Figure 1. Routed metal, one colour a layer (run 1).
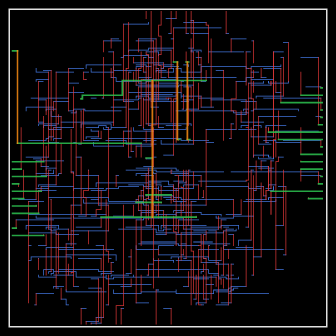
Figure 2. Logic cells by family (run 1).
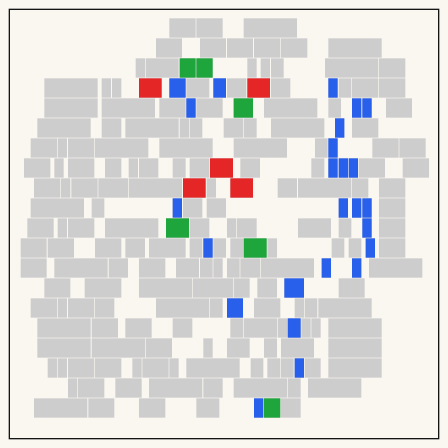
Figure 3. Local utilization (run 1).
The die is cut into 12 by 12 equal tiles; white is low, dark blue is high, 0 to 100% covered.
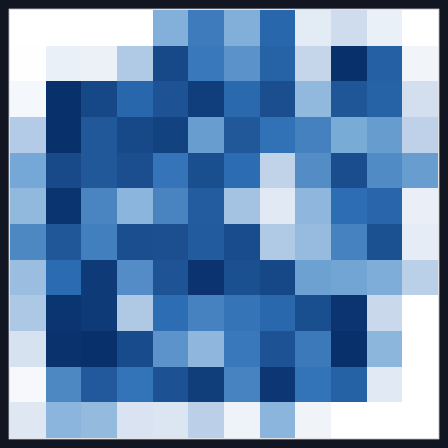
<file path="src/rtl/alu_seq_pkg.sv">
// Shared definitions for the ALU operand sequencer: state codes, ALU function codes
// and the default datapath width.
package alu_seq_pkg;

  localparam int DEFAULT_WIDTH = 4;

  typedef enum logic [2:0] {
    ST_LOAD_A  = 3'd0,
    ST_LOAD_B  = 3'd1,
    ST_LOAD_S  = 3'd2,
    ST_EXEC    = 3'd3,
    ST_CAPTURE = 3'd4,
    ST_SHOW    = 3'd5
  } state_e;

  localparam logic [1:0] FN_ADD = 2'b00;
  localparam logic [1:0] FN_SUB = 2'b01;
  localparam logic [1:0] FN_AND = 2'b10;
  localparam logic [1:0] FN_XOR = 2'b11;

endpackage

</file>
<file path="src/rtl/alu_operand_sequencer_rise_pulse.sv">
// rise_pulse: registered rising-edge detector; one-cycle pulse per low-to-high
// transition of din, synchronous active-high reset.
module rise_pulse (
  input  logic clk,
  input  logic srst,
  input  logic din,
  output logic pulse
);

  logic din_q;
  logic din_d;

  always_comb begin
    din_d = din;
  end

  always_ff @(posedge clk) begin
    if (srst) begin
      din_q <= 1'b0;
    end else begin
      din_q <= din_d;
    end
  end

  assign pulse = din & ~din_q;

endmodule

</file>
<file path="src/rtl/alu_operand_sequencer.sv">
// Collects A, B and S from the switches on Enter presses, drives the ALU, waits
// SETTLE_CYCLES, then latches result and flags. Build option: ACCUM_CHAIN_EN.
module alu_operand_sequencer
  import alu_seq_pkg::*;
#(
  parameter int WIDTH         = DEFAULT_WIDTH,
  parameter int SETTLE_CYCLES = 1,
  parameter int CNT_W         = 8
) (
  input  logic             Clock,
  input  logic             Reset,
  input  logic [WIDTH-1:0] Din,
  input  logic             Enter,
  input  logic [WIDTH-1:0] R,
  input  logic             Cout,
  input  logic             OVR,
  output logic [WIDTH-1:0] A,
  output logic [WIDTH-1:0] B,
  output logic [1:0]       S,
  output logic [WIDTH-1:0] Result,
  output logic             FlagC,
  output logic             FlagV,
  output logic             FlagZ,
  output logic             Busy,
  output logic             Done,
  output logic [2:0]       State,
  output logic [CNT_W-1:0] OpCount
);

  localparam logic [3:0] SETTLE_LAST = 4'(SETTLE_CYCLES - 1);

  logic press;

  state_e           state_q,    state_d;
  logic [WIDTH-1:0] a_q,        a_d;
  logic [WIDTH-1:0] b_q,        b_d;
  logic [1:0]       s_q,        s_d;
  logic [3:0]       settle_q,   settle_d;
  logic [WIDTH-1:0] result_q,   result_d;
  logic             flag_c_q,   flag_c_d;
  logic             flag_v_q,   flag_v_d;
  logic             flag_z_q,   flag_z_d;
  logic [CNT_W-1:0] op_count_q, op_count_d;

  rise_pulse u_enter_edge (
    .clk   (Clock),
    .srst  (Reset),
    .din   (Enter),
    .pulse (press)
  );

  // Presses in EXEC/CAPTURE fall through untouched, which is how Busy ignores them.
  always_comb begin
    state_d    = state_q;
    a_d        = a_q;
    b_d        = b_q;
    s_d        = s_q;
    settle_d   = settle_q;
    result_d   = result_q;
    flag_c_d   = flag_c_q;
    flag_v_d   = flag_v_q;
    flag_z_d   = flag_z_q;
    op_count_d = op_count_q;
    case (state_q)
      ST_LOAD_A: begin
        if (press) begin
          a_d     = Din;
          state_d = ST_LOAD_B;
        end
      end
      ST_LOAD_B: begin
        if (press) begin
          b_d     = Din;
          state_d = ST_LOAD_S;
        end
      end
      ST_LOAD_S: begin
        if (press) begin
          s_d      = Din[1:0];
          settle_d = 4'd0;
          state_d  = ST_EXEC;
        end
      end
      ST_EXEC: begin
        settle_d = settle_q + 4'd1;
        if (settle_q == SETTLE_LAST) begin
          state_d = ST_CAPTURE;
        end
      end
      ST_CAPTURE: begin
        result_d = R;
        flag_c_d = Cout;
        flag_v_d = OVR;
        flag_z_d = (R == '0);
        if (op_count_q != '1) begin
          op_count_d = op_count_q + 1'b1;
        end
        state_d = ST_SHOW;
      end
      ST_SHOW: begin
        if (press) begin
`ifdef ACCUM_CHAIN_EN
          a_d     = result_q;
          state_d = ST_LOAD_B;
`else
          state_d = ST_LOAD_A;
`endif
        end
      end
      default: begin
        state_d = ST_LOAD_A;
      end
    endcase
  end

  always_ff @(posedge Clock) begin
    if (Reset) begin
      state_q    <= ST_LOAD_A;
      a_q        <= '0;
      b_q        <= '0;
      s_q        <= '0;
      settle_q   <= '0;
      result_q   <= '0;
      flag_c_q   <= 1'b0;
      flag_v_q   <= 1'b0;
      flag_z_q   <= 1'b0;
      op_count_q <= '0;
    end else begin
      state_q    <= state_d;
      a_q        <= a_d;
      b_q        <= b_d;
      s_q        <= s_d;
      settle_q   <= settle_d;
      result_q   <= result_d;
      flag_c_q   <= flag_c_d;
      flag_v_q   <= flag_v_d;
      flag_z_q   <= flag_z_d;
      op_count_q <= op_count_d;
    end
  end

  assign A       = a_q;
  assign B       = b_q;
  assign S       = s_q;
  assign Result  = result_q;
  assign FlagC   = flag_c_q;
  assign FlagV   = flag_v_q;
  assign FlagZ   = flag_z_q;
  assign OpCount = op_count_q;
  assign State   = state_q;
  assign Busy    = (state_q == ST_EXEC) || (state_q == ST_CAPTURE);
  assign Done    = (state_q == ST_SHOW);

endmodule

</file>
<file path="config.mk">
export PLATFORM = sky130hd
export DESIGN_NAME = alu_operand_sequencer
export DESIGN_NICKNAME = d
export VERILOG_FILES = /design/src/rtl/alu_seq_pkg.sv /design/src/rtl/alu_operand_sequencer_rise_pulse.sv /design/src/rtl/alu_operand_sequencer.sv
export SDC_FILE = /design/constraint.sdc
export NUM_CORES = 1
export LEC_CHECK = 0
export ABC_CLOCK_PERIOD_IN_PS = 2200
export CORE_UTILIZATION = 45
export CTS_CLUSTER_DIAMETER = 50
export DETAILED_ROUTE_END_ITERATION = 10
export GPL_ROUTABILITY_DRIVEN = 0
export PLACE_DENSITY = 0.77
export SETUP_SLACK_MARGIN = 0.02
export SLEW_MARGIN = 15
export SYNTH_ARGS = -nofsm -noshare
export SYNTH_HDL_FRONTEND = slang
export SYNTH_HIERARCHICAL = 1
export SYNTH_SLANG_ARGS = --single-unit
</file>
<file path="constraint.sdc">
create_clock -name Clock -period 2.2 [get_ports Clock]
set_clock_uncertainty 0.15 [all_clocks]
set_input_delay 0.22 -clock Clock [delete_from_list [all_inputs] [get_ports Clock]]
set_output_delay 0.22 -clock Clock [all_outputs]
set_load 0.05 [all_outputs]
</file>
==> qor.csv, run 1 <==
stage,metric,value,unit
logic_synthesis,number of synthesized register bits,33,
placed_design,count of buffers from port buffering,42,
cts,cts bufs inserted,5,
power_and_ir_drop,post-layout total power,1.115,mW
sta,final setup fails,0,
logic_synthesis,Synth Instances,160,
setup_path,Crit. End Element,output port,
layout,NumNets Final,222,
logic_synthesis,cell count listed in synth_stat.txt,160,
cts,H-tree level count,2,
logic_synthesis,share of Yosys cell area claimed by the top area cell type,46.48,%
logic_synthesis,fa+ha+maj area frac,2.641,%
cts,Max Root-Sink Buffers,2,
layout,Inserted Diodes,0,
power_and_ir_drop,Leakage Power,0.7433,nW
setup_path,required time worst endpoint,1830,ps
flow_run,max_cap viols,0,
setup_path,Max Fanout on Critical Path,15,
setup_path,signal arrival time at the worst endpoint,1670,ps
power_and_ir_drop,Flop+latch power,0.627,mW
setup_path,reg-to-reg critical path endpoint,OpCount[6]$_SDFFE_PP0P_,
floorplanning,total die size,3387,um2
setup_path,slowest CP cell,sky130_fd_sc_hd__or3b_1,
cts,clock insertion delay at the later pin of the skew report,340,ps
placed_design,worst slack after detailed placement,313.0,ps
run_status,outcome,finished clean,
sta,max-slew violations,0,
logic_synthesis,post-synthesis instance area,1421,um2
hold_path,worst min-delay path category,in2reg,
setup_path,worst path cell trace,or3b_1 > nand2_1 > buf_12,
layout,Top Layout Cells,"sky130_fd_sc_hd__clkdlybuf4s50_1 (38), sky130_fd_sc_hd__dfxtp_1 (33), sky130_fd_sc_hd__nor2_1 (22)",
power_and_ir_drop,net switching power figure,0.3114,mW
setup_path,startpoint of the worst-slack reg-to-reg timing path,State[0]$_SDFFE_PP0P_,
logic_synthesis,compound-gate portion of the synthesized area,9.683,%
layout,final core utilization,64.92,%
cts,CTS Hold Bufs,0,
cts,post-CTS setup-driven buffer insertion count,0,
logic_synthesis,share of async-settable or async-resettable flops after synthesis,0,%
logic_synthesis,count of distinct cell types in the synthesized netlist,36,
routing,ratio of routed vias to standard cells,5.032,
-- Figure 1 (at the start) --
legend:
  green:
    layer: met3
    wire_length: 173 um
  red:
    layer: met2
    wire_length: 1450 um
  blue:
    layer: met1
    wire_length: 1430 um
  orange:
    layer: met4
    wire_length: 70.7 um
sum of routed wire length over all layers: 3123 um
routed length per instance: 12.44 um

-- Figure 2 (at the start) --
legend:
  red:
    family: XOR/XNOR gates
    cells: 5
    most_used: xor2_1
  blue:
    family: NAND gates
    cells: 25
    most_used: nand2_1
  green:
    family: AND and OR gates
    cells: 6
    most_used: and2_1

-- Figure 3 (at the start) --
fullest tile: 100%
mean over tiles: 56%
tiles over 75% full: 40%
nearly empty tiles: 8.3%

==> run 1: metal layers <==
metal / GRT usage (%) / vias to the layer above / wire, um
li1: - / 641 / -
met1: 24.30 / 573 / 1425
met2: 33.66 / 40 / 1453
met3: 7.366 / 9 / 172
met4: 9.184 / 0 / 70
met5: 0 / - / 0
==> run 1: final cells by class <==
class | instances | area (um2) | area share [%]
well taps | 44 | 55.05 | 2.801
clock buffers | 6 | 41.29 | 2.101
inverters | 3 | 11.26 | 0.5729
clock inverters | 2 | 10.01 | 0.5092
repair buffers | 48 | 474.2 | 24.12
flip-flops and latches | 33 | 660.6 | 33.61
multi-input cells | 115 | 713.2 | 36.28
Figure 4. Met2 routing (run 1).
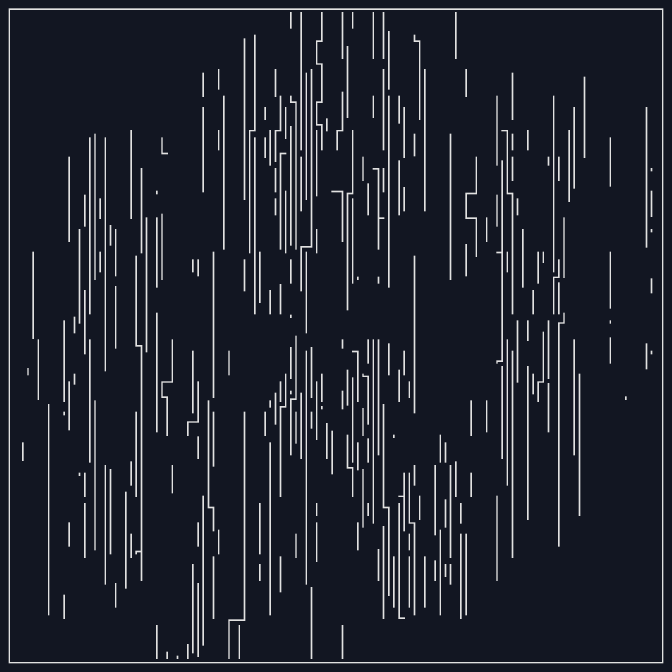

## Run 2: what changed since run 1
--- a/config.mk
+++ b/config.mk
@@ -6,11 +6,13 @@
 export NUM_CORES = 1
 export LEC_CHECK = 0
 export ABC_CLOCK_PERIOD_IN_PS = 2200
-export CORE_UTILIZATION = 45
+export CELL_PAD_IN_SITES_DETAIL_PLACEMENT = 1
+export CELL_PAD_IN_SITES_GLOBAL_PLACEMENT = 1
+export CORE_UTILIZATION = 34
 export CTS_CLUSTER_DIAMETER = 50
 export DETAILED_ROUTE_END_ITERATION = 10
 export GPL_ROUTABILITY_DRIVEN = 0
-export PLACE_DENSITY = 0.77
+export PLACE_DENSITY_LB_ADDON = 0.1
 export SETUP_SLACK_MARGIN = 0.02
 export SLEW_MARGIN = 15
 export SYNTH_ARGS = -nofsm -noshare
Figure 5. Met2 routing (run 2).
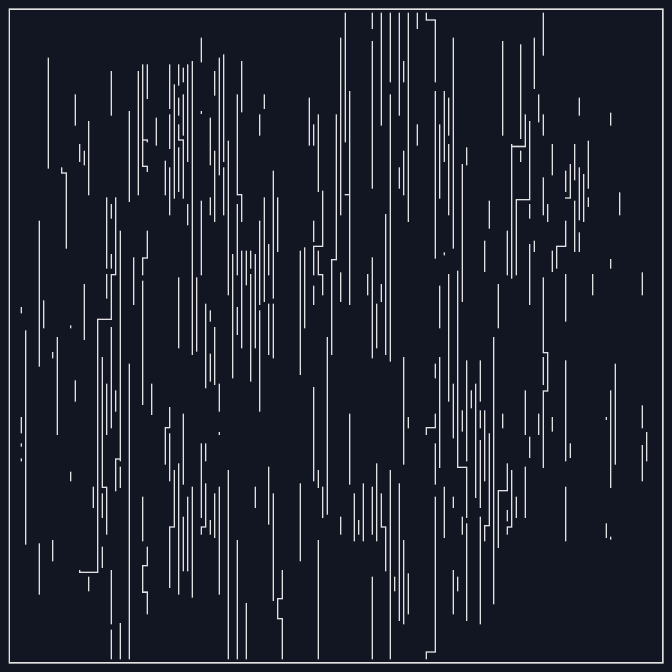
nets with wire on the layer: 204
share of all routed wire: 52%
wire length on this layer: 1840 um
main direction: vertical

==> qor.csv, run 2 <==
stage,metric,value,unit,change
run_status,outcome,finished clean,,
grt,met3 track demand over resource in global routing,4.281,%,-3.1 points
layout,Top Layout Cells,"sky130_fd_sc_hd__clkdlybuf4s50_1 (40), sky130_fd_sc_hd__dfxtp_1 (33), sky130_fd_sc_hd__nor2_1 (22)",,
floorplanning,total die size,4443,um2,+31%
sta,post-layout min period,2012,ps,
layout,top cell category,logic gates,,
setup_path,signal arrival time at the worst endpoint,1640,ps,-30 ps
logic_synthesis,largest family of logic cells by area,simple AND/OR/NAND/NOR gates,,
cts,Max Root-Sink Buffers,2,,unchanged
cts,CTS Hold Bufs,0,,unchanged
sta,final setup fails,0,,unchanged
layout,non-clock buffer area fraction after layout,24.06,%,-0.066 points
grt,GRT met2 Usage,32.95,%,-0.71 points
layout,non-clock buffer count,51,,+6.3%
cts,total number of clock tree sinks,33,,
layout,sequential cell area,660.6,um2,unchanged
setup_path,required time worst endpoint,1830,ps,about the same
logic_synthesis,Post-synth area hogs,"sky130_fd_sc_hd__dfxtp_1 (46%), sky130_fd_sc_hd__mux2i_1 (7.7%), sky130_fd_sc_hd__nor2_1 (5.8%), sky130_fd_sc_hd__nand2_1 (5.3%), sky130_fd_sc_hd__a21oi_1 (4.6%)",,
placed_design,count of buffers from port buffering,42,,unchanged
setup_path,Max Fanout on Critical Path,9,,-6
floorplanning,count of inserted tapcells,50,,+14%
logic_synthesis,Synth Instances,160,,unchanged
layout,layout cell share with drive strength beyond 1,10.48,%,
logic_synthesis,post-synthesis sequential area ratio,46.48,%,
grt,met1 layer usage reported by global route,19.38,%,-4.9 points
logic_synthesis,Synth mux share,8.539,%,
floorplanning,die outline width,66.66,um,
sta,number of failing hold endpoints at the final stage,0,,
flow_run,max_cap viols,0,,unchanged
layout,NumNets Final,225,,+1.4%
layout,clock network contribution to total cell area,5.650,%,+3.0 points
layout,clkbuf count,7,,+1
setup_path,classification of the worst setup path,reg2out,,
layout,final core utilization,51.49,%,-13 points
layout,multi-input logic area,713.2,um2,unchanged
layout,Layout area overhead,44.89,%,
logic_synthesis,number of synthesized register bits,33,,unchanged
logic_synthesis,share of the synthesized netlist area taken by xor and xnor gates,3.081,%,
layout,Inserted Diodes,0,,unchanged
cts,cts bufs inserted,5,,unchanged
logic_synthesis,post-synthesis instance area,1421,um2,unchanged
layout,Combinational Gates,115,,unchanged
setup_path,slowest CP cell,sky130_fd_sc_hd__clkdlybuf4s50_1,,
routing,ratio of routed vias to standard cells,4.950,,-1.6%
logic_synthesis,compound-gate portion of the synthesized area,9.683,%,unchanged
logic_synthesis,dominant register cell in the synthesized netlist,sky130_fd_sc_hd__dfxtp_1,,
floorplanning,I/O Pins,43,,
logic_synthesis,share of async-settable or async-resettable flops after synthesis,0,%,unchanged
logic_synthesis,share of Yosys cell area claimed by the top area cell type,46.48,%,unchanged
cts,post-CTS setup-driven buffer insertion count,0,,unchanged
routing,sum of routed wire length over all layers,3552,um,+14%
logic_synthesis,fa+ha+maj area frac,2.641,%,unchanged
sta,max-slew violations,0,,unchanged
grt,most congested layer reported by global routing,met2,,
cts,CTS tree,yes,,
power_and_ir_drop,post-layout total power,1.388,mW,+24%
routing,routed length per instance,13.66,um,+9.8%
setup_path,Crit. End Element,output port,,
sta,post-route fraction of the period consumed by the critical path,91.47,%,
hold_path,worst min-delay path category,reg2reg,,
routing,length of routed wiring on met1,1503,um,+5.5%
setup_path,worst path cell trace,clkdlybuf4s50_1,,
layout,flop count,33,,unchanged
logic_synthesis,count of distinct cell types in the synthesized netlist,36,,unchanged
floorplanning,area of the placeable core,4000,um2,
routing,length of routed met2 wiring,1841,um,+27%
power_and_ir_drop,Worst IR Drop VDD,0.2710,mV,
sta,worst slew pin tran,526.7,ps,
power_and_ir_drop,Leakage Power,0.7637,nW,+2.7%
layout,inverters,3,,unchanged
logic_synthesis,mean post-synth cell area,8.884,um2,
grt,first-pass GRT wire length,5968,um,
placed_design,worst slack after detailed placement,324.1,ps,+11.08 ps
cts,H-tree level count,2,,unchanged
logic_synthesis,Yosys chip area,1421,um2,
logic_synthesis,dominant cell type by area after synthesis,sky130_fd_sc_hd__dfxtp_1,,
layout,flop share of the area,32.08,%,-1.5 points
layout,logic share of the area,34.63,%,-1.7 points
routing,routed length on met3,155,um,-9.9%
logic_synthesis,cell count listed in synth_stat.txt,160,,unchanged
routing,drt pass-1 iters,3,,
floorplanning,Die H,66.66,um,
routing,uppermost layer routed,met4,,
placed_design,half-perimeter wire length after placement,2652,um,
grt,maximum number of pins on one net before global-route repair,15,,
cts,clock insertion delay at the later pin of the skew report,280,ps,-60 ps
==> run 2: cell counts after synthesis <==
Identical to the previous run, type by type.
==> run 2: report_power, final <==
group          internal (mW)  switching (mW)
clock network          0.369           0.217
registers              0.611          0.0123
logic                 0.0760           0.101
total                   1.06           0.331
==> run 2: path summary, 6_finish.rpt <==
kind                                 from                 endpoint  depth (start not counted)
setup reg to reg  OpCount[0]$_SDFFE_PP0P_  OpCount[1]$_SDFFE_PP0P_                          5
setup / recovery    State[0]$_SDFFE_PP0P_                 State[0]                          1
hold / removal         FlagZ$_SDFFE_PP0P_       FlagZ$_SDFFE_PP0P_                          2
hold reg to reg        FlagZ$_SDFFE_PP0P_       FlagZ$_SDFFE_PP0P_                          2
Power and IR drop assume default switching activity.
